`src/rtl/fifo_ctrl_pkg.sv`:
```
// rtl/fifo_ctrl_pkg.sv - shared sizing constants and helpers for the FIFO pointer/flag controller
package fifo_ctrl_pkg;

  localparam int DEF_ADDR_SIZE = 10;
  localparam int DEF_AE_LEVEL  = 4;
  localparam int AF_MARGIN     = 4;

  function automatic int fifo_depth(input int addr_size);
    return 1 << addr_size;
  endfunction

  // One extra bit so a completely full FIFO (count == depth) is representable
  function automatic int count_width(input int addr_size);
    return addr_size + 1;
  endfunction

  function automatic int def_af_level(input int addr_size);
    return fifo_depth(addr_size) - AF_MARGIN;
  endfunction

endpackage

```
`src/rtl/fifo_ctrl.sv`:
```
// rtl/fifo_ctrl.sv - pointer, flag and FWFT read-address controller for the dual-port FIFO RAM
module fifo_ctrl
  import fifo_ctrl_pkg::*;
#(
  parameter int ADDR_SIZE = DEF_ADDR_SIZE,
  parameter int AF_LEVEL  = def_af_level(ADDR_SIZE),
  parameter int AE_LEVEL  = DEF_AE_LEVEL
) (
  input  logic                 clk,
  input  logic                 rst,
  input  logic                 wr,
  input  logic                 rd,
  output logic                 we,
  output logic [ADDR_SIZE-1:0] w_addr,
  output logic [ADDR_SIZE-1:0] r_addr,
  output logic                 full,
  output logic                 empty,
  output logic                 almost_full,
  output logic                 almost_empty,
  output logic [ADDR_SIZE:0]   count,
  output logic                 overflow,
  output logic                 underflow
);

  localparam int            CW    = count_width(ADDR_SIZE);
  localparam logic [CW-1:0] DEPTH = CW'(fifo_depth(ADDR_SIZE));
  localparam logic [CW-1:0] AF_TH = CW'(AF_LEVEL);
  localparam logic [CW-1:0] AE_TH = CW'(AE_LEVEL);

  logic [CW-1:0] wr_ptr;
  logic [CW-1:0] rd_ptr;
  logic [CW-1:0] wr_ptr_next;
  logic [CW-1:0] rd_ptr_next;
  logic [CW-1:0] count_next;
  logic          wr_ok;
  logic          rd_ok;

  // Requests are masked while rst is held so the RAM sees no write and a zero read address
  always_comb begin
    wr_ok       = wr & ~full & ~rst;
    rd_ok       = rd & ~empty & ~rst;
    wr_ptr_next = wr_ptr + CW'(wr_ok);
    rd_ptr_next = rd_ptr + CW'(rd_ok);
    // Pointer difference equals count + wr_ok - rd_ok; the wrap bits separate full from empty
    count_next  = wr_ptr_next - rd_ptr_next;
  end

  assign we     = wr_ok;
  assign w_addr = wr_ptr[ADDR_SIZE-1:0];
  // Presenting the post-pop head address lets the RAM's address register land on it at the edge
  assign r_addr = rd_ptr_next[ADDR_SIZE-1:0];

  always_ff @(posedge clk or posedge rst) begin
    if (rst) begin
      wr_ptr       <= '0;
      rd_ptr       <= '0;
      count        <= '0;
      full         <= 1'b0;
      empty        <= 1'b1;
      almost_full  <= 1'b0;
      almost_empty <= 1'b1;
      overflow     <= 1'b0;
      underflow    <= 1'b0;
    end else begin
      wr_ptr       <= wr_ptr_next;
      rd_ptr       <= rd_ptr_next;
      count        <= count_next;
      full         <= (count_next == DEPTH);
      empty        <= (count_next == '0);
      almost_full  <= (count_next >= AF_TH);
      almost_empty <= (count_next <= AE_TH);
      overflow     <= overflow | (wr & full);
      underflow    <= underflow | (rd & empty);
    end
  end

endmodule

```
`config.mk`:
```
export PLATFORM = sky130hd
export DESIGN_NAME = fifo_ctrl
export DESIGN_NICKNAME = d
export VERILOG_FILES = /design/src/rtl/fifo_ctrl_pkg.sv /design/src/rtl/fifo_ctrl.sv
export SDC_FILE = /design/constraint.sdc
export NUM_CORES = 1
export LEC_CHECK = 0
export CAP_MARGIN = 30
export CORE_UTILIZATION = 50
export CTS_CLUSTER_DIAMETER = 40
export CTS_CLUSTER_SIZE = 8
export DETAILED_ROUTE_END_ITERATION = 10
export GPL_ROUTABILITY_DRIVEN = 0
export GPL_TIMING_DRIVEN = 0
export PLACE_DENSITY = 0.87
export REMOVE_ABC_BUFFERS = 1
export SYNTH_ARGS = -nofsm -noshare
export SYNTH_HDL_FRONTEND = slang
export SYNTH_SLANG_ARGS = --single-unit
```
`constraint.sdc`:
```
create_clock -name clk -period 6.2 [get_ports clk]
set_input_delay 1.24 -clock clk [delete_from_list [all_inputs] [get_ports clk]]
set_output_delay 1.24 -clock clk [all_outputs]
set_load 0.1 [all_outputs]
```
### Track usage over the die

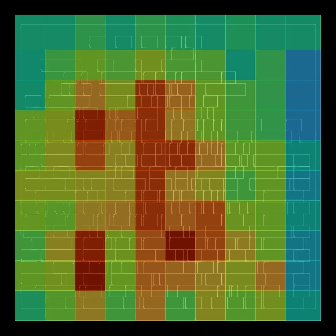
Global Route met1 Usage: 0.265
global routing usage on met3: 0.0390
global router's overall resource usage: 0.206
peak-usage layer in the global routing report: met2

### The metal 3 layer

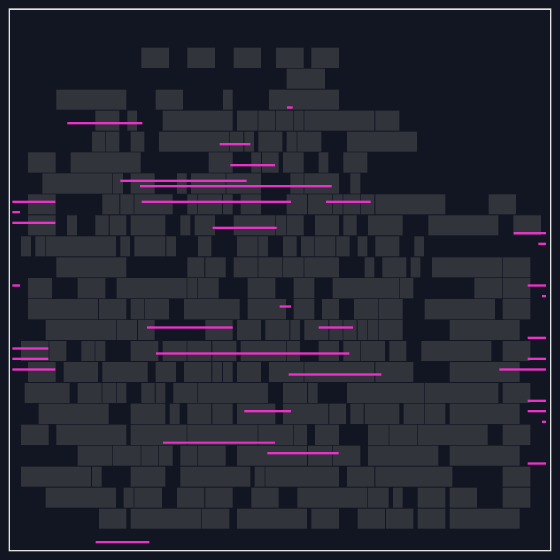
longest straight run: 24.8 µm
share of all routed wire: 4.9%
wire length on this layer: 230 µm
vias post-DR: 1667
Post-Route WL: 4710 µm

### Gate families picked out

The bar under the picture is 20 µm long.
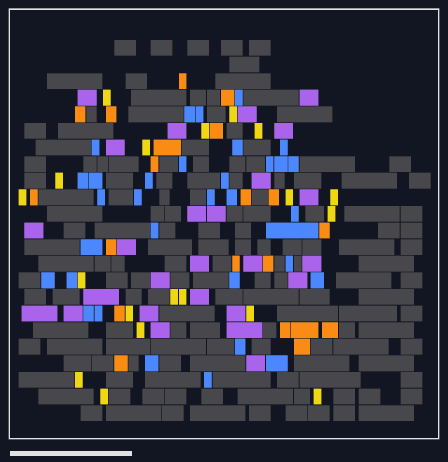
legend:
  yellow:
    family: inv cells
    cells: 19
    most_used: inv_1
  orange:
    family: nor cells
    cells: 20
    most_used: nor3_1
  purple:
    family: xor and xnor cells
    cells: 26
    most_used: xnor2_1
  blue:
    family: nand cells
    cells: 33
    most_used: nand2_1

==> Changelog: implementation <==
## Implementation

* Capturing element of the worst setup path: r_addr[6]
* Most frequently placed logic cells in the final layout: sky130_fd_sc_hd__clkdlybuf4s50_1 (41), sky130_fd_sc_hd__dfrtp_1 (37), sky130_fd_sc_hd__inv_1 (18), sky130_fd_sc_hd__nand2_1 (16), sky130_fd_sc_hd__xnor2_1 (14)
* Kind of end point of the critical path: primary output
* Worst Reg2Reg Path Length in Cells at 12
* Routed length per instance at 15.7 µm
* Final worst-path cycle share at 0.927
* Longest individual stage delay on the worst path at 1.25 ns
* Post-CTS repair timing setup buffer count at 0
* Worst setup path start: rd
* Number of instances in the synthesized netlist at 218
* Top post-synthesis cells by area: sky130_fd_sc_hd__dfrtp_1 (40%), sky130_fd_sc_hd__buf_4 (6.5%), sky130_fd_sc_hd__xnor2_1 (5.3%), sky130_fd_sc_hd__ha_1 (3.8%), sky130_fd_sc_hd__xor2_1 (3.4%)
* Quantity of hold-fixing buffers added after cts at 0
* Number of cell instances after yosys synthesis at 218
* Total Die Area at 0.00492 mm²
* CTS clk-pin slew, worst paths at 0.07 ns
* Cell kind with the greatest summed area: logic gates
* Number of non-clock buffers in the layout at 42
* Clock Sink Count at 39
* Period minus WS final at 5.74 ns
* Number of warnings reported in the yosys synthesis log at 0
* Least setup slack across all paths after layout at 0.455 ns
* Proportion of synthesized chip area in sequential cells at 0.422
* Number of DRC violations after detailed routing at 0
* Count of routing violations after the opening detailed-route iteration at 79
* Seq cells post-synth at 39
* Met3 Wirelength at 229 µm
* Largest family of logic cells by area: simple AND/OR/NAND/NOR gates
* Quantity of gates resized following cts at 0
* Required time of the critical path at 4.96 ns
* Setup repair after global routing missed its margin: no
* Antenna violations before repair at 0
* Num ports at 42
* FILL cells at 351
* Global-route wire length before repair at 7880 µm
* Effective utilization at floorplan at 0.526
* Met1 Routed Length at 2070 µm
* CTS buffer count at 5
* Final setup violation count at 0
* Yosys xor share at 0.108
* Count of input and output buffers at 41
* Ant. Diodes at 0
* Slew margin rel. at 0.333
* Uppermost routed layer: met4
* FF-to-FF Start: full$_DFF_PP0_
* Slowest-stage cell, CP: sky130_fd_sc_hd__clkdlybuf4s50_1
* Final hold violation count at 0
* Placed Instances at 291
* Worst Skew at 0.00485 ns
* Count of max-cap constraint violations at 0
* Setup crit start kind: input pin
* Endpoint of the worst hold path: underflow$_DFF_PP0_
* Largest delay share family, worst path: buffers and inverters
* HPWL Detailed at 3620 µm
* Antenna Nets Post-Route at 0
* Result of the run: finished, final reports clean
* Comb_multi_in at 139
* Post-synth mux share at 0
